$ cat config.mk
export PLATFORM = sky130hd
export DESIGN_NAME = fft_reorder
export DESIGN_NICKNAME = d
export VERILOG_FILES = /design/src/rtl/fft_reorder.sv
export SDC_FILE = /design/constraint.sdc
export NUM_CORES = 2
export LEC_CHECK = 0
export CORE_UTILIZATION = 48
export CTS_BUF_LIST = sky130_fd_sc_hd__clkbuf_8 sky130_fd_sc_hd__clkbuf_16
export DETAILED_ROUTE_END_ITERATION = 10
export PLACE_DENSITY = 0.63
export SYNTH_ARGS = -nofsm -noshare
export SYNTH_HDL_FRONTEND = slang
export SYNTH_SLANG_ARGS = --single-unit
export TNS_END_PERCENT = 1
$ cat constraint.sdc
create_clock -name clk -period 6.4 [get_ports clk]
set_input_delay 0.96 -clock clk [delete_from_list [all_inputs] [get_ports clk]]
set_output_delay 0.96 -clock clk [all_outputs]
set_load 0.02 [all_outputs]
$ cat src/rtl/fft_reorder.sv
// Bit-reversed to natural-order reorder buffer for a 32-point FFT.
// Two 32-entry banks ping-pong: one bank fills while the other drains.
module fft_reorder #(
    parameter int DW = 15
) (
    input  logic                 clk,
    input  logic                 rst_n,
    input  logic                 flush,
    input  logic                 in_valid,
    output logic                 in_ready,
    input  logic signed [DW-1:0] in_r,
    input  logic signed [DW-1:0] in_i,
    output logic                 out_valid,
    input  logic                 out_ready,
    output logic signed [DW-1:0] out_r,
    output logic signed [DW-1:0] out_i,
    output logic [4:0]           out_idx,
    output logic                 out_last
);
    localparam logic [1:0] ST_EMPTY = 2'd0;
    localparam logic [1:0] ST_FILL  = 2'd1;
    localparam logic [1:0] ST_FULL  = 2'd2;
    localparam logic [1:0] ST_DRAIN = 2'd3;

    logic [4:0]      wr_cnt_q, wr_cnt_d;
    logic [4:0]      rd_idx_q, rd_idx_d;
    logic            wr_bank_q, wr_bank_d;
    logic            rd_bank_q, rd_bank_d;
    logic [3:0]      st_flat;
    logic [1:0]      st_wr, st_rd;
    logic            in_fire, out_fire;
    logic [4:0]      wr_addr;
    logic [2*DW-1:0] mem_q [64];
    logic [2*DW-1:0] rd_word;

    assign st_wr = wr_bank_q ? st_flat[3:2] : st_flat[1:0];
    assign st_rd = rd_bank_q ? st_flat[3:2] : st_flat[1:0];

    // rst_n gating keeps in_ready low while the block is held in reset.
    assign in_ready  = rst_n && !flush && ((st_wr == ST_EMPTY) || (st_wr == ST_FILL));
    assign out_valid = !flush && ((st_rd == ST_FULL) || (st_rd == ST_DRAIN));
    assign in_fire   = in_valid && in_ready;
    assign out_fire  = out_valid && out_ready;

    for (genvar gi = 0; gi < 5; gi++) begin : g_bitrev
        assign wr_addr[gi] = wr_cnt_q[4-gi];
    end

    for (genvar gi = 0; gi < 2; gi++) begin : g_bank
        logic [1:0] st_q, st_d;
        logic       wr_here, rd_here;

        assign wr_here = in_fire && (wr_bank_q == 1'(gi));
        assign rd_here = out_fire && (rd_bank_q == 1'(gi));

        always_comb begin
            st_d = st_q;
            if (flush) begin
                st_d = ST_EMPTY;
            end else if (wr_here) begin
                st_d = (wr_cnt_q == 5'd31) ? ST_FULL : ST_FILL;
            end else if (rd_here) begin
                st_d = (rd_idx_q == 5'd31) ? ST_EMPTY : ST_DRAIN;
            end
        end

        always_ff @(posedge clk or negedge rst_n) begin
            if (!rst_n) begin
                st_q <= ST_EMPTY;
            end else begin
                st_q <= st_d;
            end
        end

        assign st_flat[2*gi +: 2] = st_q;
    end

    always_comb begin
        wr_cnt_d  = wr_cnt_q;
        wr_bank_d = wr_bank_q;
        rd_idx_d  = rd_idx_q;
        rd_bank_d = rd_bank_q;
        if (flush) begin
            wr_cnt_d  = 5'd0;
            wr_bank_d = 1'b0;
            rd_idx_d  = 5'd0;
            rd_bank_d = 1'b0;
        end else begin
            if (in_fire) begin
                wr_cnt_d = wr_cnt_q + 5'd1;
                if (wr_cnt_q == 5'd31) begin
                    wr_bank_d = ~wr_bank_q;
                end
            end
            if (out_fire) begin
                rd_idx_d = rd_idx_q + 5'd1;
                if (rd_idx_q == 5'd31) begin
                    rd_bank_d = ~rd_bank_q;
                end
            end
        end
    end

    always_ff @(posedge clk or negedge rst_n) begin
        if (!rst_n) begin
            wr_cnt_q  <= 5'd0;
            wr_bank_q <= 1'b0;
            rd_idx_q  <= 5'd0;
            rd_bank_q <= 1'b0;
        end else begin
            wr_cnt_q  <= wr_cnt_d;
            wr_bank_q <= wr_bank_d;
            rd_idx_q  <= rd_idx_d;
            rd_bank_q <= rd_bank_d;
        end
    end

    // Contents are not reset; outputs are only meaningful while out_valid is high.
    always_ff @(posedge clk) begin
        if (in_fire) begin
            mem_q[{wr_bank_q, wr_addr}] <= {in_r, in_i};
        end
    end

    assign rd_word  = mem_q[{rd_bank_q, rd_idx_q}];
    assign out_r    = rd_word[2*DW-1:DW];
    assign out_i    = rd_word[DW-1:0];
    assign out_idx  = rd_idx_q;
    assign out_last = out_valid && (rd_idx_q == 5'd31);

endmodule

**Met3 routing**

Drawn at 1 px/um.
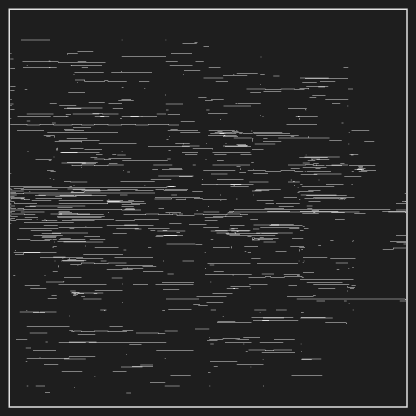
wire length on this layer: 11500 um
main direction: horizontal
share of all routed wire: 6.4%
nets with wire on the layer: 327

**Track usage over the die**

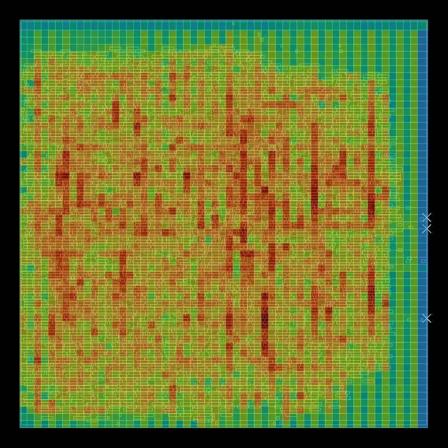
Tot GR Track Use: 0.2307
busiest grt layer: met2
met2 Resource Use GR: 0.3707
Final Util: 0.5455
M3 GR Usage: 0.03460

placed cells by master, fill, tap and decap left out, types with 7 or more instances in the layout:
cell type and count:
a21oi_1 25, edfxtp_1 1920, nor2_4 64, nand2b_1 16
o21ai_1 22, nor2_1 56, and3_1 9, nand2_1 34
mux4_2 317, a2111oi_0 30, clkinvlp_4 7, o221ai_1 23
a22o_1 25, clkinv_2 31, bufinv_16 14, buf_2 30
mux2_2 48, o21ai_0 36, a221oi_1 44, clkdlybuf4s50_1 42
dfrtp_1 9, clkinv_1 45, inv_1 39, buf_12 16
a22oi_1 14, buf_4 103, a211o_1 45, a221oi_2 22
mux2i_1 342, o211ai_1 14, o22ai_1 96, clkbuf_16 197
nand3b_1 7, a211oi_1 22
synth_stat cells (34+ instances only):
cell,n
edfxtp_1,1920
nand2_1,34
buf_2,52
a221oi_1,44
mux2i_1,342
nor2_1,120
o22ai_1,96
mux4_2,317
mux2_2,48
a211o_1,45
o21ai_0,36
clkbuf_1,102
metrics by stage:
step                cells  hold slack [ns]  instance area [um^2]    util  setup slack, ns
floorplan            3501           0.4948                 74570       -            2.457
global placement     5523           0.5325                 78170  0.5068           0.9752
detailed placement   5523           0.5337                 78170  0.5068           0.9245
CTS                  5861           0.5498                 84110  0.5453           0.2500
global route         5862           0.5873                 84130  0.5455           0.2469
finish               5863           0.5472                 84130  0.5455           0.3709
final cells by class:
class                   instances  area share
diodes                          1  0.00002974
clock buffers                 197     0.05860
clock inverters               141     0.01197
inverters                       1  0.00004462
multi-input cells            1354      0.1895
flip-flops and latches       1934      0.6897
well taps                    2044     0.03040
repair buffers                191     0.01978
state kept, by name (all words and copies together) (netlist names):
signal,cells
mem_q,1920
g_bank.st_q,2
out_idx,5
wr_bank_q,1
wr_cnt_q,5
rd_bank_q,1
==> job_summary.md <==
### Flow metrics

| Metric | Value |
|---|---|
| Cell count after synthesis | 3501 |
| Area fraction in compound gates | 0.04294 |
| DR WL met2 | 87630 um |
| Gr ovfl total | 0 |
| Worst Clk Skew | 0.02942 ns |
| Log Warnings | 31 |
| Post-synth ARST share | 0.007239 |
| H-tree Lvls | 4 |
| Failing checks | design-rule violations |
| Area of the core | 154200 um^2 |
| Synthesized Nets | 3541 |
| Worst reg2reg path startpoint | wr_bank_q |
| Worst-Margin Slew | 1.266 ns |
| Comb area | 15940 um^2 |
| Seq pwr | 13.9 mW |
| I/O pin cnt | 73 |
| Chip height | 396.2 um |
| CP Class | flip-flop to output pin |
| WP data required | 5.44 ns |
| Netlist area before placement | 74570 um^2 |
| Met1 usage in global routing | 0.3306 |
| Seq pwr share | 0.560 |
| Seq/Total Area, Yosys | 0.7778 |
| # Post-CTS Setup Buffers | 0 |
| Syn. warnings | 0 |
| Biggest area cells | edfxtp_1 77%, mux4_2 9.6%, mux2i_1 4.6%, o22ai_1 0.81%, mux2_2 0.72% |
| Worst EP arrival | 5.07 ns |
| DR DRC count | 12 |
| Combinational cell power | 0.298 mW |
| HP Class | flip-flop to flip-flop |
| Slew HR | 0.1537 |
| Number of fill cells in the layout | 11717 |
| Initial DRC count | 3523 |
| Number of global-route vias before repair | 36195 |
| Hold EP | g_bank[1].st_q[1] |
| Maximum root-to-sink buffer count | 3 |
| Latency at later pin | 0.81 ns |
| CP top delay family | buffers and inverters |
| Die W | 396.2 um |
| Number of cells on the critical path | 7 |
| Avg Vias per Cell | 6.148 |
| Status | finished with violations |
| Largest net degree at the start of global routing | 113 |
| # port buffers | 72 |
| Lkg Pwr | 25.00 nW |
| Minimum clock period | 6.029 ns |
Power is estimated from default activity; no workload was simulated.
